[src/rtl/vram_arbiter.sv]
// Video RAM port arbiter: renderer reads, posted CPU writes (2-deep FIFO)
// and CPU reads share one single-port RAM, with a starvation guard that
// bounds how long the renderer can hold off pending CPU work.
module vram_arbiter #(
    parameter int unsigned AW     = 12,
    parameter int unsigned DW     = 16,
    parameter int unsigned STARVE = 4
) (
    input  logic          clk,
    input  logic          rst,
    // renderer read port
    input  logic          r_req,
    input  logic [AW-1:0] r_addr,
    output logic          r_gnt,
    output logic          r_valid,
    output logic [DW-1:0] r_data,
    // CPU port
    input  logic          c_req,
    input  logic          c_we,
    input  logic [AW-1:0] c_addr,
    input  logic [DW-1:0] c_wdata,
    output logic          c_gnt,
    output logic          c_rvalid,
    output logic [DW-1:0] c_rdata,
    // RAM port
    output logic          m_en,
    output logic          m_we,
    output logic [AW-1:0] m_addr,
    output logic [DW-1:0] m_wdata,
    input  logic [DW-1:0] m_rdata
);

    localparam int unsigned CNT_W = 2;
    localparam int unsigned STV_W = 3;
    localparam logic [CNT_W-1:0] FIFO_FULL  = CNT_W'(2);
    localparam logic [STV_W-1:0] STARVE_MAX = STV_W'(STARVE);

    logic [AW-1:0]    fifoAddr [2];
    logic [DW-1:0]    fifoData [2];
    logic             wrPtr;
    logic             rdPtr;
    logic [CNT_W-1:0] fifoCount;
    logic [STV_W-1:0] starveCnt;

    logic notEmpty;
    logic notFull;
    logic cpuRead;
    logic cpuPending;
    logic rendSel;
    logic wrSel;
    logic rdSel;
    logic push;

    // Port selection: renderer first unless it has starved pending CPU work,
    // then buffered writes (keeps reads ordered behind writes), then CPU read.
    // Nothing is granted while reset is held so no RAM write can slip out.
    always_comb begin
        notEmpty   = (fifoCount != '0);
        notFull    = (fifoCount != FIFO_FULL);
        cpuRead    = c_req & ~c_we;
        cpuPending = notEmpty | cpuRead;
        rendSel    = ~rst & r_req & ((starveCnt < STARVE_MAX) | ~cpuPending);
        wrSel      = ~rst & ~rendSel & notEmpty;
        rdSel      = ~rst & ~rendSel & ~notEmpty & cpuRead;
        push       = ~rst & c_req & c_we & notFull;
    end

    // Grant and RAM port drive for the selected requester.
    always_comb begin
        r_gnt   = rendSel;
        c_gnt   = push | rdSel;
        m_en    = rendSel | wrSel | rdSel;
        m_we    = wrSel;
        m_addr  = '0;
        m_wdata = '0;
        if (rendSel) begin
            m_addr = r_addr;
        end else if (wrSel) begin
            m_addr  = fifoAddr[rdPtr];
            m_wdata = fifoData[rdPtr];
        end else if (rdSel) begin
            m_addr = c_addr;
        end
    end

    // Write FIFO storage; contents are don't-care once count is cleared.
    always_ff @(posedge clk) begin
        if (push) begin
            fifoAddr[wrPtr] <= c_addr;
            fifoData[wrPtr] <= c_wdata;
        end
    end

    // Write FIFO pointers and occupancy; simultaneous push/pop holds count.
    always_ff @(posedge clk or posedge rst) begin
        if (rst) begin
            wrPtr     <= 1'b0;
            rdPtr     <= 1'b0;
            fifoCount <= '0;
        end else begin
            if (push)  wrPtr <= ~wrPtr;
            if (wrSel) rdPtr <= ~rdPtr;
            case ({push, wrSel})
                2'b10:   fifoCount <= fifoCount + CNT_W'(1);
                2'b01:   fifoCount <= fifoCount - CNT_W'(1);
                default: fifoCount <= fifoCount;
            endcase
        end
    end

    // Starvation counter: consecutive renderer wins while CPU work waits.
    always_ff @(posedge clk or posedge rst) begin
        if (rst) begin
            starveCnt <= '0;
        end else if (wrSel | rdSel | ~cpuPending) begin
            starveCnt <= '0;
        end else if (rendSel && (starveCnt < STARVE_MAX)) begin
            starveCnt <= starveCnt + STV_W'(1);
        end
    end

    // Read-return flags, one cycle after the matching RAM read.
    always_ff @(posedge clk or posedge rst) begin
        if (rst) begin
            r_valid  <= 1'b0;
            c_rvalid <= 1'b0;
        end else begin
            r_valid  <= rendSel;
            c_rvalid <= rdSel;
        end
    end

    // Return data is the RAM output, zeroed when not valid.
    always_comb begin
        r_data  = r_valid  ? m_rdata : '0;
        c_rdata = c_rvalid ? m_rdata : '0;
    end

endmodule

[config.mk]
export PLATFORM = sky130hd
export DESIGN_NAME = vram_arbiter
export DESIGN_NICKNAME = d
export VERILOG_FILES = /design/src/rtl/vram_arbiter.sv
export SDC_FILE = /design/constraint.sdc
export NUM_CORES = 1
export LEC_CHECK = 0
export CAP_MARGIN = 25
export CORE_MARGIN = 2
export CORE_UTILIZATION = 40
export DETAILED_ROUTE_END_ITERATION = 16
export PLACE_DENSITY = 0.85
export REMOVE_ABC_BUFFERS = 1
export SLEW_MARGIN = 15
export SYNTH_ARGS = -nofsm -noshare
export SYNTH_HDL_FRONTEND = slang
export SYNTH_SLANG_ARGS = --single-unit
[constraint.sdc]
create_clock -name clk -period 8.74 [get_ports clk]
set_input_delay 2.622 -clock clk [delete_from_list [all_inputs] [get_ports clk]]
set_output_delay 2.622 -clock clk [all_outputs]
set_load 0.01 [all_outputs]
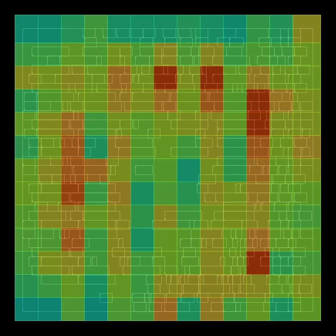
Fig. 1. Track usage over the die.
wire per inst: 14.5 µm
GRT busiest layer: met2

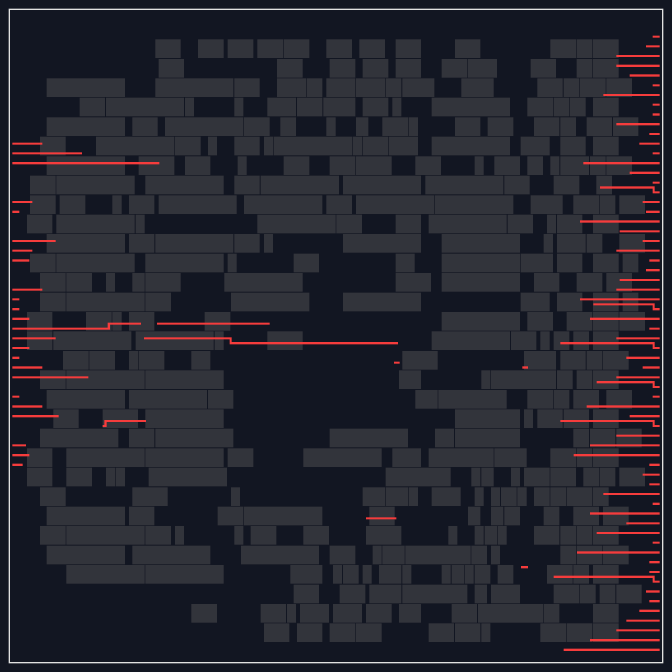
Fig. 2. M3 wires.
wire length on this layer = 507 µm
nets with wire on the layer = 90
share of all routed wire = 7.6%
longest straight run = 23.2 µm
Post-Route WL: 6690 µm
met3 Track Usage GR: 4.56%
via count: 2,191

==> results.sh <==
# source this file to load flow results
export IMPL_critPathLaunchType="input pin"
export IMPL_endpoint_kind="primary output"
export IMPL_hp_class="register to register"
export IMPL_period_used_pct=88.6
export IMPL_final_setup_viol_count=0
export IMPL_critPathRequiredTime_ps=6120
export IMPL_cts_repair_resized=0
export IMPL_grt_start_max_net_pins=30
export IMPL_seq_share_pct=41.4
export IMPL_antenna_found_initial=0
export IMPL_clockBufferDepth=2
export IMPL_finalMaxSlewViolations=0
export IMPL_cp_common_cell="clkdlybuf4s50_1"
export IMPL_drc_errors=0
export IMPL_compound_area_share_pct=4.95
export IMPL_seq_power_w=0.000421
export IMPL_final_clk_cell_share_pct=4.72
export IMPL_simple_gate_area_share_pct=11.8
export IMPL_fin_nets=420
export IMPL_vias_per_cell=4.75
export IMPL_fin_cells=461
export IMPL_dp_hpwl_um=4820
export IMPL_ys_ff=65
export IMPL_clk_latency_ps=330
export IMPL_drive_gt1_share_pct=9.12
export IMPL_logic_gates=133
export IMPL_max_slew_worst_pin_slew_ps=942
export IMPL_ys_area_um2=3030
export IMPL_largest_cell_class="registers"
export IMPL_hold_worst_slack_ps=516
export IMPL_fill_cells=571
export IMPL_die_x_um=91.1
export IMPL_hold_buffers=0
export IMPL_wl_met2_um=3390
export IMPL_power_frac_comb_pct=25.5
export IMPL_status="complete, no violations"
export IMPL_cts_tree="yes"
export IMPL_p_clk_share_pct=29.3
export IMPL_clockBufferCount=9
export IMPL_cts_setup_buffers=0
export IMPL_critical_path_class="input pin to primary output"
export IMPL_synthXorXnorAreaFrac_pct=1.44
export IMPL_initial_core_util_pct=41.6
export IMPL_seqCellArea_um2=1910
export IMPL_grt_use_met1_pct=18.1
final timing paths:
kind                                          start  cells after the start  slack [ps]                        to
hold / removal             fifoCount[1]$_DFFE_PP0P_                      1         520  fifoCount[1]$_DFFE_PP0P_
setup reg to reg           starveCnt[2]$_DFFE_PP0P_                      6        6470  fifoCount[1]$_DFFE_PP0P_
min in group asynchronous                       rst                      2        2720         wrPtr$_DFFE_PP0P_
hold reg to reg            fifoCount[1]$_DFFE_PP0P_                      1         520  fifoCount[1]$_DFFE_PP0P_
max in group asynchronous                       rst                      2        5720         rdPtr$_DFFE_PP0N_
setup / recovery                              r_req                      6        1000                 m_addr[6]
Yosys cell counts:
cell / number / share of area [%]
edfxtp_1: 56 / 55
and2_1: 32 / 6.6
mux2i_1: 28 / 9.2
nor2_1: 23 / 2.8
inv_1: 20 / 2.5
dfrtp_1: 9 / 7.4
mux2_1: 7 / 2.6
o22ai_2: 7 / 2.9
mux2_2: 5 / 1.9
nand2_1: 5 / 0.62
o22ai_1: 5 / 1.0
a21oi_1: 4 / 0.66
clkbuf_1: 4 / 0.49
xnor2_1: 4 / 1.2
buf_2: 3 / 0.49
buf_1: 2 / 0.25
buf_6: 2 / 0.74
ha_1: 2 / 0.82
nand3_1: 2 / 0.33
nor2b_1: 2 / 0.41
a31oi_1: 1 / 0.21
nand2b_1: 1 / 0.21
o21ai_1: 1 / 0.16
or2_1: 1 / 0.21
or3_1: 1 / 0.21
or4_4: 1 / 0.37
xor2_1: 1 / 0.29
cells in the final DEF (no fill, tap or decap), drive strengths merged, types with 3 or more instances in the layout:
cell,count
clkinv,3
dfrtp,9
mux2i,28
a21oi,4
nor2,23
clkdlybuf4s50,126
clkbuf,9
edfxtp,56
o22ai,12
and2,32
inv,21
mux2,12
nand2,5
xnor2,4
